run_1/m3.png
Scale bar: 20 um.
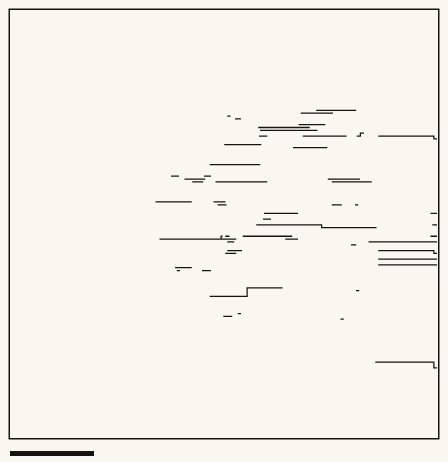
run_1/sizing.png
Scale bar: 20 um.
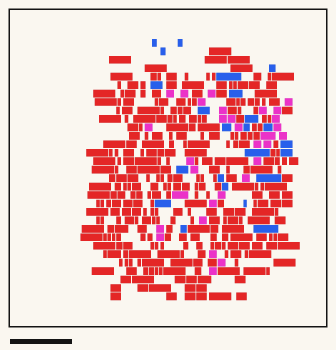
run_1/layers.png
Scale bar: 20 um.
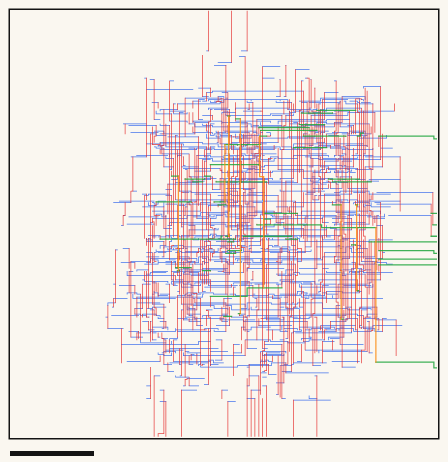
File: src/rtl/iob_cfg_ctrl_if.sv
// Host-side and scan-chain signals of the IO-column configuration controller.
// master = host / fabric config port, slave = the controller.
interface iob_cfg_ctrl_if #(
   parameter int ADDR_W = 4
);
   logic              WR_VALID;
   logic              WR_READY;
   logic [ADDR_W-1:0] WR_ADDR;
   logic [2:0]        WR_DATA;
   logic              COMMIT;
   logic [ADDR_W-1:0] RD_ADDR;
   logic [2:0]        RD_DATA;
   logic              BUSY;
   logic              DONE;
   logic              ERR;
   logic              SDO;
   logic              SEN;
   logic              LATCH;

   modport master (
      output WR_VALID, WR_ADDR, WR_DATA, COMMIT, RD_ADDR,
      input  WR_READY, RD_DATA, BUSY, DONE, ERR, SDO, SEN, LATCH
   );

   modport slave (
      input  WR_VALID, WR_ADDR, WR_DATA, COMMIT, RD_ADDR,
      output WR_READY, RD_DATA, BUSY, DONE, ERR, SDO, SEN, LATCH
   );
endinterface

File: src/rtl/iob_cfg_ctrl.sv
// IO-column config controller: shadow array of {TSMUX,DORREG} per IO block,
// serialized MSB-block-first onto the config scan chain on COMMIT, then LATCH.
module iob_cfg_ctrl #(
   parameter int NUM_IOB = 14,
   parameter int ADDR_W  = 4
) (
   input logic           IOCLK,
   input logic           RST,
   iob_cfg_ctrl_if.slave bus
);
   localparam int NBITS = 3 * NUM_IOB;
   localparam int CNT_W = $clog2(NBITS);
   localparam logic [CNT_W-1:0] LP_LAST = CNT_W'(NBITS - 1);
   localparam logic [ADDR_W:0]  LP_NUM  = (ADDR_W + 1)'(NUM_IOB);

   typedef enum logic [1:0] {S_IDLE, S_SHIFT, S_LATCH} state_t;

   state_t               r_state, w_nxt;
   logic [2:0]           r_shd     [NUM_IOB];
   logic [2:0]           w_shd_nxt [NUM_IOB];
   logic [CNT_W-1:0]     r_cnt, w_cnt_inc;
   logic [2**CNT_W-1:0]  w_ser;
   logic [2:0]           w_rd;
   logic                 w_wr_acc, w_wr_inrng, w_last;
   logic                 r_ready, r_busy, r_done, r_err, r_sdo, r_sen, r_latch;
   logic                 w_ready, w_busy, w_done, w_sdo, w_sen, w_latch;

   assign w_wr_acc   = bus.WR_VALID && r_ready;
   assign w_wr_inrng = {1'b0, bus.WR_ADDR} < LP_NUM;
   assign w_last     = (r_cnt == LP_LAST);
   assign w_cnt_inc  = r_cnt + CNT_W'(1);

   // Shadow as it will be after this edge, so a write landing with COMMIT is shifted out.
   always_comb begin
      for (int i = 0; i < NUM_IOB; i++) begin
         w_shd_nxt[i] = r_shd[i];
         if (w_wr_acc && w_wr_inrng && bus.WR_ADDR == ADDR_W'(i))
            w_shd_nxt[i] = bus.WR_DATA;
      end
   end

   // w_ser[k] is the k-th bit on the chain: IOB[NUM_IOB-1] bit2 first, IOB[0] bit0 last.
   always_comb begin
      w_ser = '0;
      for (int i = 0; i < NUM_IOB; i++)
         for (int b = 0; b < 3; b++)
            w_ser[3*(NUM_IOB-1-i) + (2-b)] = w_shd_nxt[i][b];
   end

   always_comb begin
      w_rd = '0;
      for (int i = 0; i < NUM_IOB; i++)
         if (bus.RD_ADDR == ADDR_W'(i)) w_rd = r_shd[i];
   end

   always_ff @(posedge IOCLK) begin
      if (RST) r_state <= S_IDLE;
      else     r_state <= w_nxt;
   end

   always_comb begin
      w_nxt = r_state;
      case (r_state)
         S_IDLE:  if (bus.COMMIT) w_nxt = S_SHIFT;
         S_SHIFT: if (w_last)     w_nxt = S_LATCH;
         S_LATCH: w_nxt = S_IDLE;
         default: w_nxt = S_IDLE;
      endcase
   end

   // Outputs are decoded from the next state and registered, so they line up with r_state.
   always_comb begin
      w_ready = (w_nxt == S_IDLE);
      w_busy  = (w_nxt != S_IDLE);
      w_sen   = (w_nxt == S_SHIFT);
      w_latch = (w_nxt == S_LATCH);
      w_done  = (w_nxt == S_LATCH);
      w_sdo   = 1'b0;
      if (w_nxt == S_SHIFT)
         w_sdo = (r_state == S_IDLE) ? w_ser[0] : w_ser[w_cnt_inc];
   end

   always_ff @(posedge IOCLK) begin
      if (RST) begin
         r_ready <= 1'b1;
         r_busy  <= 1'b0;
         r_done  <= 1'b0;
         r_err   <= 1'b0;
         r_sdo   <= 1'b0;
         r_sen   <= 1'b0;
         r_latch <= 1'b0;
      end else begin
         r_ready <= w_ready;
         r_busy  <= w_busy;
         r_done  <= w_done;
         r_err   <= w_wr_acc && !w_wr_inrng;
         r_sdo   <= w_sdo;
         r_sen   <= w_sen;
         r_latch <= w_latch;
      end
   end

   always_ff @(posedge IOCLK) begin
      if (RST) begin
         r_cnt <= '0;
         for (int i = 0; i < NUM_IOB; i++) r_shd[i] <= 3'b000;
      end else begin
         r_cnt <= (r_state == S_SHIFT && !w_last) ? w_cnt_inc : '0;
         for (int i = 0; i < NUM_IOB; i++) r_shd[i] <= w_shd_nxt[i];
      end
   end

   assign bus.WR_READY = r_ready;
   assign bus.RD_DATA  = w_rd;
   assign bus.BUSY     = r_busy;
   assign bus.DONE     = r_done;
   assign bus.ERR      = r_err;
   assign bus.SDO      = r_sdo;
   assign bus.SEN      = r_sen;
   assign bus.LATCH    = r_latch;
endmodule
File: src/flat_wrapper.sv
// flat-port wrapper written by rule: the top's interface ports become plain ports
module iob_cfg_ctrl_flat 
#(
   parameter int NUM_IOB = 14,
   parameter int ADDR_W  = 4
)
  (IOCLK, RST, bus_WR_VALID, bus_WR_ADDR, bus_WR_DATA, bus_COMMIT, bus_RD_ADDR, bus_WR_READY, bus_RD_DATA, bus_BUSY, bus_DONE, bus_ERR, bus_SDO, bus_SEN, bus_LATCH);
  iob_cfg_ctrl_if #(.ADDR_W(ADDR_W)) bus_i ();
  input logic IOCLK;
  input logic RST;
  input wire logic [$bits(bus_i.WR_VALID)-1:0] bus_WR_VALID;
  input wire logic [$bits(bus_i.WR_ADDR)-1:0] bus_WR_ADDR;
  input wire logic [$bits(bus_i.WR_DATA)-1:0] bus_WR_DATA;
  input wire logic [$bits(bus_i.COMMIT)-1:0] bus_COMMIT;
  input wire logic [$bits(bus_i.RD_ADDR)-1:0] bus_RD_ADDR;
  output wire logic [$bits(bus_i.WR_READY)-1:0] bus_WR_READY;
  output wire logic [$bits(bus_i.RD_DATA)-1:0] bus_RD_DATA;
  output wire logic [$bits(bus_i.BUSY)-1:0] bus_BUSY;
  output wire logic [$bits(bus_i.DONE)-1:0] bus_DONE;
  output wire logic [$bits(bus_i.ERR)-1:0] bus_ERR;
  output wire logic [$bits(bus_i.SDO)-1:0] bus_SDO;
  output wire logic [$bits(bus_i.SEN)-1:0] bus_SEN;
  output wire logic [$bits(bus_i.LATCH)-1:0] bus_LATCH;
  assign bus_i.WR_VALID = bus_WR_VALID;
  assign bus_i.WR_ADDR = bus_WR_ADDR;
  assign bus_i.WR_DATA = bus_WR_DATA;
  assign bus_i.COMMIT = bus_COMMIT;
  assign bus_i.RD_ADDR = bus_RD_ADDR;
  assign bus_WR_READY = bus_i.WR_READY;
  assign bus_RD_DATA = bus_i.RD_DATA;
  assign bus_BUSY = bus_i.BUSY;
  assign bus_DONE = bus_i.DONE;
  assign bus_ERR = bus_i.ERR;
  assign bus_SDO = bus_i.SDO;
  assign bus_SEN = bus_i.SEN;
  assign bus_LATCH = bus_i.LATCH;
  iob_cfg_ctrl #(.NUM_IOB(NUM_IOB), .ADDR_W(ADDR_W)) u_core (.IOCLK(IOCLK), .RST(RST), .bus(bus_i));
endmodule
File: config.mk
export PLATFORM = sky130hd
export DESIGN_NAME = iob_cfg_ctrl_flat
export DESIGN_NICKNAME = d
export VERILOG_FILES = /design/src/rtl/iob_cfg_ctrl_if.sv /design/src/rtl/iob_cfg_ctrl.sv /design/src/flat_wrapper.sv
export SDC_FILE = /design/constraint.sdc
export NUM_CORES = 1
export LEC_CHECK = 0
export CAP_MARGIN = 5
export CORE_MARGIN = 8
export CORE_UTILIZATION = 40
export CTS_BUF_LIST = sky130_fd_sc_hd__clkbuf_4
export DETAILED_ROUTE_END_ITERATION = 8
export GPL_ROUTABILITY_DRIVEN = 0
export PLACE_DENSITY = 0.71
export SLEW_MARGIN = 20
export SYNTH_ARGS = -nofsm -noshare
export SYNTH_HDL_FRONTEND = slang
export SYNTH_SLANG_ARGS = --single-unit
File: constraint.sdc
create_clock -name IOCLK -period 4.05 [get_ports IOCLK]
set_input_delay 1.215 -clock IOCLK [delete_from_list [all_inputs] [get_ports IOCLK]]
set_output_delay 1.215 -clock IOCLK [all_outputs]
set_load 0.01 [all_outputs]
==> results.py, run 1 <==
# Metrics from the implementation run
metrics = {
    "cells_and_area": {
        "layout.filler_cells": 687,
        "area_share_clock_buf_inv_pct": 1.64,
        "comb.multi_input.count": 250,
        "sh_comb_area_pct": 49.8,
        "stdcell_count": 467,
        "seqCellArea_mm2": 0.00112,
        "final_area_mm2": 0.00343,
        "num_antenna_cells": 0,
        "sh_seq_area_pct": 32.7,
        "layout.sequential_cells": 56,
        "signal_buffers": 46,
        "inv_count": 8,
        "synthToLayoutAreaGrowth_pct": 16.8,
        "final.clkbuf_count": 7,
    },
    "clock_network": {
        "clock-sinks": 56,
        "cts_inserted_buffers": 5,
        "cts-root-buf": "sky130_fd_sc_hd__clkbuf_4",
        "cts_setup_buffers": 0,
        "clock.latency.late_pin_ps": 380,
        "clk_transition_reported_paths_ps": 130,
        "cts_tree": "yes",
        "number_of_buffers_inserted_for_hold_repair_after_clock_tree_synthesis": 0,
        "cts-root-to-sink-buffers": 2,
        "clock_tree.htree_level_count": 2,
    },
    "die": {
        "floorplan.tapcells": 99,
        "placeable_core_area_mm2": 0.00718,
        "num_rows": 31,
        "boundaryPins": 25,
        "initial_core_util_pct": 40.9,
    },
    "yosys": {
        "synth_chip_area_mm2": 0.00294,
        "sequential_fraction_of_the_synthesis_area_pct": 38.2,
        "yosysWarnings": 0,
        "netlist_top_cells_area": "sky130_fd_sc_hd__dfxtp_1 (38%), sky130_fd_sc_hd__mux2i_1 (17%), sky130_fd_sc_hd__nor2_1 (8.8%)",
        "numSynthFlops": 56,
        "syn_area_per_cell_um2": 8.67,
        "ys_cells": 339,
        "edf_count": 0,
        "synthMuxAreaShare_pct": 22.1,
        "netlist_instances": 339,
        "simple_gate_area_share_pct": 19.8,
        "yosys.area.top_type": "sky130_fd_sc_hd__dfxtp_1",
        "yosys.area_share.aoi_pct": 12.7,
        "netlist-cell-type-count": 51,
        "netlist_logic_family_top": "multiplexers",
        "adder_share_pct": 0.852,
        "postSynth.asyncResetShare_pct": 0,
        "synth.top_cell.area_share_pct": 38.2,
    },
    "critical_path": {
        "req_time_crit_path_ps": 2830,
        "end_kind": "primary output",
        "worst_path_dominant_cell_family": "buffers and inverters",
        "timing.reg2reg.worst_path_depth": 6,
        "critPathLaunchType": "input pin",
        "cp_cell_sequence": "clkdlybuf4s50_1 -> buf_4 -> o31ai_2 -> o21ai_1 -> a22o_1 -> a32oi_1 -> buf_2",
        "critical_path_depth": 7,
        "setup.worst_path.class": "in2out",
        "critical-path-slowest-cell": "sky130_fd_sc_hd__clkdlybuf4s50_1",
        "worst-endpoint-arrival_ps": 2790,
        "path_buffers": 3,
    },
    "route": {
        "routedLengthMet1_um": 3600,
        "route.antenna.remaining_nets": 0,
        "met2RoutedLength_um": 3840,
        "vias_per_cell": 5.53,
        "detail_route.first_pass.iterations": 5,
        "highest_layer": "met4",
        "routed_wirelength_um": 8020,
        "drt-initial-drc-count": 248,
    },
    "job": {
        "tool_warnings": 27,
        "timing.max_cap.violations": 0,
    },
    "global_route": {
        "vias_in_the_first_global_route": 2500,
        "grt.total_usage_pct": 15.8,
        "wire_length_of_the_first_global_routing_pass_um": 12700,
        "remaining_overflow_grt": 0,
    },
    "sta": {
        "final_min_period_over_clock_period_pct": 98.9,
        "final_setup_vio_count": 0,
        "fin_hold_ws_ps": 545,
        "report.final.hold_viol_count": 0,
        "max_slew.worst_pin.slew_ps": 468,
    },
    "power": {
        "power.leakage_nw": 1.37,
        "vdd_drop_max_uv": 101,
        "report.power.total_mw": 0.955,
    },
    "place": {
        "placement.io_buffers": 24,
        "dpl-instance-area_mm2": 0.00336,
    },
    "worst_hold_path": {
        "worstHoldPathType": "reg2reg",
    },
    "status": {
        "outcome": "completed",
    },
}
Back to the opening pictures, m3.png:
main direction = horizontal
wire length on this layer = 343 um

Back to the opening pictures, sizing.png:
x2 -> blue  # cells 23
x1 and smaller -> red  # cells 314
x3 and x4 -> magenta  # cells 31

Back to the opening pictures, layers.png:
M1 -> blue  # wire length 3600 um
M3 -> green  # wire length 343 um
M4 -> orange  # wire length 227 um
M2 -> red  # wire length 3840 um

==> run 1: placed cells by master (no fill, tap or decap), types with 3 or more instances in the layout <==
master,instances
sky130_fd_sc_hd__mux4_2,4
sky130_fd_sc_hd__or3_1,3
sky130_fd_sc_hd__xor2_1,4
sky130_fd_sc_hd__a221oi_1,3
sky130_fd_sc_hd__nand2_1,19
sky130_fd_sc_hd__nand3_1,5
sky130_fd_sc_hd__nor2_2,3
sky130_fd_sc_hd__clkbuf_4,7
sky130_fd_sc_hd__a21oi_1,9
sky130_fd_sc_hd__o22ai_1,3
sky130_fd_sc_hd__inv_1,6
sky130_fd_sc_hd__buf_4,22
sky130_fd_sc_hd__a31oi_1,6
sky130_fd_sc_hd__o21ai_0,13
sky130_fd_sc_hd__nand2b_1,3
sky130_fd_sc_hd__clkdlybuf4s50_1,18
sky130_fd_sc_hd__a22oi_1,4
sky130_fd_sc_hd__mux2i_1,51
sky130_fd_sc_hd__nor2_1,68
sky130_fd_sc_hd__dfxtp_1,56
sky130_fd_sc_hd__nand4_1,3
sky130_fd_sc_hd__mux2_2,3
sky130_fd_sc_hd__nor3_1,3
==> run 1: cells in the mapped netlist (all sizes together), types with 3 or more instances <==
library cell / number
nor2b: 5
dfxtp: 56
nor2: 71
clkbuf: 21
mux4: 4
nor3: 3
or3: 3
xor2: 4
o22ai: 3
inv: 7
a221oi: 3
nand2b: 3
buf: 4
mux2: 4
nand2: 19
a31oi: 6
a22oi: 4
a21oi: 9
nand4: 3
mux2i: 51
o21ai: 15
nand3: 5
==> run 1: worst register-to-register path, delay by kind of cell, from the launching register on <==
family	cells	cell delay, ps
AND-OR/OR-AND	2	330
buffers and inverters	1	300
multiplexers	2	880
flip-flops	1	600
adder cells (fa/ha/maj)	1	470
==> run 1: flip-flops by register name (all words and copies together), names as in the netlist <==
signal	cells
u_core.bus.BUSY	1
u_core.bus.DONE	1
u_core.bus.ERR	1
u_core.bus.SDO	1
u_core.bus.SEN	1
u_core.bus.WR_READY	1
u_core.r_cnt	6
u_core.r_shd	42
u_core.r_state	2
==> run 1: power breakdown <==
group | switching, mW | internal (mW)
logic | 0.0787 | 0.0627
clock network | 0.166 | 0.0807
registers | 0.00727 | 0.559
==> run 1: path summary, 6_finish.rpt <==
kind                                         from                 to  slack, ps
worst max-delay path               bus_RD_ADDR[3]     bus_RD_DATA[2]         50
worst min-delay path            u_core.r_state[1]  u_core.r_state[0]        550
worst max register to register    u_core.r_cnt[0]     u_core.bus.SDO       1420
worst min register to register  u_core.r_state[1]  u_core.r_state[0]        550
==> run 1: stage by stage <==
| stage | setup TNS (ps) | util (%) |
|---|---|---|
| finish | 0 | 47.8 |
| CTS | 0 | 47.8 |
| floorplan | 0 | - |
| global placement | -1780 | 46.9 |
| global route | -11.5 | 47.8 |
| detailed placement | -1800 | 46.9 |
==> run 1: per-layer routing <==
layer	vias up	GRT usage, %
met5	-	0
met4	0	6.64
met3	18	2.54
met2	83	25.9
met1	1224	20.0
li1	1259	-
==> run 1: timing repair <==
item                                    in CTS  in global routing
endpoints found under the setup margin       3                  3
resized                                     22                  5
pin swaps                                    0                  1
endpoints found under the hold margin        0                  0
--- run 2 (diff from run 1) ---
- CORE_MARGIN: 8 -> 3
run_2/pinout.png
Scale bar: 20 um. Pins as bars across the die edge, other pins in grey.
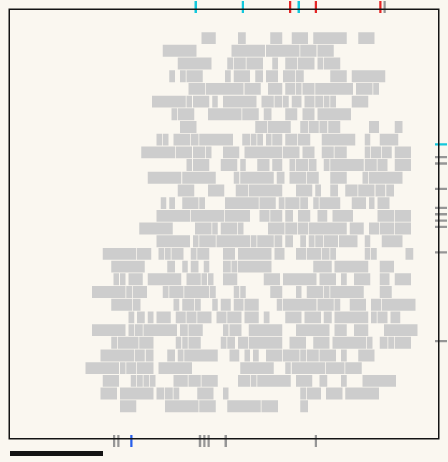
bus_RD_ADDR -> cyan  # pins 4, direction input, edge 3 top, 1 right
bus_WR_DATA -> red  # pins 3, direction input, edge top
bus_COMMIT -> blue  # pins 1, direction input, edge bottom
all pins by edge = 10 right, 8 bottom, 7 top
number of buffers inserted by port buffering: 24
vertical die dimension: 91.7 um
overall die width: 91.7 um

==> results.py, run 2 <==
# Metrics from the implementation run
metrics = {
    "critical_path": {
        "critical-path-slowest-cell": "sky130_fd_sc_hd__dlygate4sd2_1",
        "path_buffers": 3,
        "worst_path_dominant_cell_family": "AND-OR/OR-AND gates",
        "cp_cell_sequence": "dlygate4sd2_1 -> buf_4 -> nor2b_1 -> a31oi_1 -> o21ai_1 -> nand3b_1 -> a211o_1 -> a31oi_2 -> buf_2",
        "req_time_crit_path_ps": 2830,
        "worst-endpoint-arrival_ps": 2790,
        "end_kind": "primary output",
        "critPathLaunchType": "input pin",
        "setup.worst_path.class": "in2out",
    },
    "yosys": {
        "postSynth.asyncResetShare_pct": 0,
        "yosys.area.top_type": "sky130_fd_sc_hd__dfxtp_1",
        "most_common_cell": "sky130_fd_sc_hd__nor2_1",
        "syn-cell-area_mm2": 0.00294,
        "netlist-cell-type-count": 51,
        "yosysWarnings": 0,
        "numSynthFlops": 56,
        "edf_count": 0,
        "syn_area_per_cell_um2": 8.67,
        "netlist_instances": 339,
        "netlist_top_cells_area": "sky130_fd_sc_hd__dfxtp_1 (38%), sky130_fd_sc_hd__mux2i_1 (17%), sky130_fd_sc_hd__nor2_1 (8.8%)",
        "synth_chip_area_mm2": 0.00294,
        "common_cells": "sky130_fd_sc_hd__nor2_1 (69), sky130_fd_sc_hd__dfxtp_1 (56), sky130_fd_sc_hd__mux2i_1 (51)",
        "synth.top_cell.area_share_pct": 38.2,
        "ys_cells": 339,
        "sequential_fraction_of_the_synthesis_area_pct": 38.2,
    },
    "cells_and_area": {
        "layout_top_cell_excl_fill_tap": "sky130_fd_sc_hd__nor2_1",
        "layout.filler_cells": 649,
        "num_antenna_cells": 0,
        "finish.utilization_pct": 49.3,
        "largest_register_ff_count": 42,
        "drive_gt1_share_pct": 14.6,
        "registers_with_the_highest_flip_flop_counts": "u_core.r_shd x42, u_core.r_cnt x6, u_core.r_state x2",
        "most_frequent_cells_in_the_layout": "sky130_fd_sc_hd__nor2_1 (69), sky130_fd_sc_hd__dfxtp_1 (56), sky130_fd_sc_hd__mux2i_1 (51)",
        "registers.top_by_ff_count": "u_core.r_shd",
    },
    "clock_network": {
        "number_of_buffers_inserted_for_hold_repair_after_clock_tree_synthesis": 0,
        "clk_transition_reported_paths_ps": 160,
        "clock-sinks": 56,
        "clock_tree.htree_level_count": 2,
        "cts_inserted_buffers": 5,
        "cts_tree": "yes",
        "clock.latency.late_pin_ps": 390,
        "cts-root-buf": "sky130_fd_sc_hd__clkbuf_4",
    },
    "job": {
        "timing.max_cap.violations": 0,
        "tool_warnings": 28,
    },
    "die": {
        "num_rows": 30,
        "placeable_core_area_mm2": 0.00694,
        "initial_core_util_pct": 42.3,
        "boundaryPins": 25,
    },
    "global_route": {
        "grt.total_usage_pct": 18.9,
        "wire_length_of_the_first_global_routing_pass_um": 12600,
        "remaining_overflow_grt": 0,
    },
    "route": {
        "detail_route.first_pass.iterations": 5,
        "wire_per_inst_um": 16.9,
        "route.antenna.remaining_nets": 0,
        "drt-initial-drc-count": 245,
        "routed_wirelength_um": 7850,
    },
    "status": {
        "outcome": "completed",
    },
    "power": {
        "power.leakage_nw": 1.37,
        "report.power.total_mw": 0.965,
        "vdd_drop_max_uv": 123,
    },
    "worst_hold_path": {
        "worstHoldPathType": "reg2reg",
    },
    "sta": {
        "max_slew.worst_pin.slew_ps": 681,
        "final_min_period_over_clock_period_pct": 98.9,
        "final_setup_vio_count": 0,
        "timing.clock.skew_ps": 17.1,
        "report.final.hold_viol_count": 0,
    },
    "place": {
        "hpwl_um": 5890,
    },
}
run_2/sizing.png
Scale bar: 20 um.
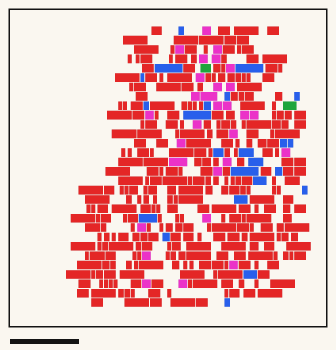
x1 and smaller -> red  # cells 315
x2 -> blue  # cells 23
x6 and larger -> green  # cells 2
x3 and x4 -> magenta  # cells 29

## run 2: tightest hold or removal path: stages, from the launching register on
cell	delay, ps
sky130_fd_sc_hd__dfxtp_1	360
sky130_fd_sc_hd__mux2i_1	80
sky130_fd_sc_hd__nor2_1	80
## run 2: cell families after synthesis
group	after synthesis	share of synthesized area [%]
simple gates	127	19.8
mux	59	22.1
compound gates	56	12.7
flops	56	38.2
buf+inv	33	4.56
xor+xnor	6	1.79
fa+ha+maj	2	0.852
## run 2: layout make-up
cell class | instances | area (um^2) | share of cell area, %
Multi-Input combinational cell | 250 | 1710 | 49.8
Sequential cell | 56 | 1120 | 32.7
Timing Repair Buffer | 47 | 388 | 11.3
Tap cell | 96 | 120 | 3.51
Clock buffer | 6 | 45.0 | 1.32
Inverter | 8 | 30.0 | 0.877
Clock inverter | 2 | 13.8 | 0.402
## run 2: metrics by stage
stage | area [um^2] | std cells | TNS, ps | setup slack (ps) | hold WS (ps)
finish | 3420 | 465 | 0 | 42.8 | 547
global route | 3420 | 465 | -102 | -83.2 | 582
CTS | 3420 | 465 | 0 | 11.5 | 546
detailed placement | 3350 | 455 | -1800 | -663 | 511
global placement | 3350 | 455 | -1730 | -625 | 498
floorplan | 2940 | 339 | 0 | 295 | 469
## run 2: metal layers
layer / vias to the layer above / part of all wire, % / track usage [%] / wire length, um
met4: 0 / 1.9 / 6.19 / 153
met2: 100 / 48 / 32.2 / 3770
met1: 1234 / 44 / 23.6 / 3420
li1: 1259 / - / - / -
met5: - / 0 / 0 / 0
met3: 14 / 6.5 / 4.10 / 507
## run 2: power by group
group	switching (mW)	internal (mW)	total, mW
registers	0.00706	0.559	0.566
logic	0.0794	0.0622	0.142
clock network	0.180	0.0767	0.257
## run 2: worst paths after layout
kind,from,to,slack [ps],cells after the start
setup / recovery,bus_RD_ADDR[2],bus_RD_DATA[1],40,9
hold / removal,u_core.r_shd[0][7],u_core.r_shd[0][7],550,2
setup reg to reg,u_core.r_cnt[0],u_core.bus.SDO,1430,6
hold reg to reg,u_core.r_shd[0][7],u_core.r_shd[0][7],550,2
## run 2: timing repair
item / CTS / global route
pin swaps: 4 / 0
cloned: 1 / 0
setup buffers: 1 / 0
endpoints found under the setup margin: 3 / 3
gates resized: 20 / 9
No activity file was given, so power comes from the tool's default toggle rates.
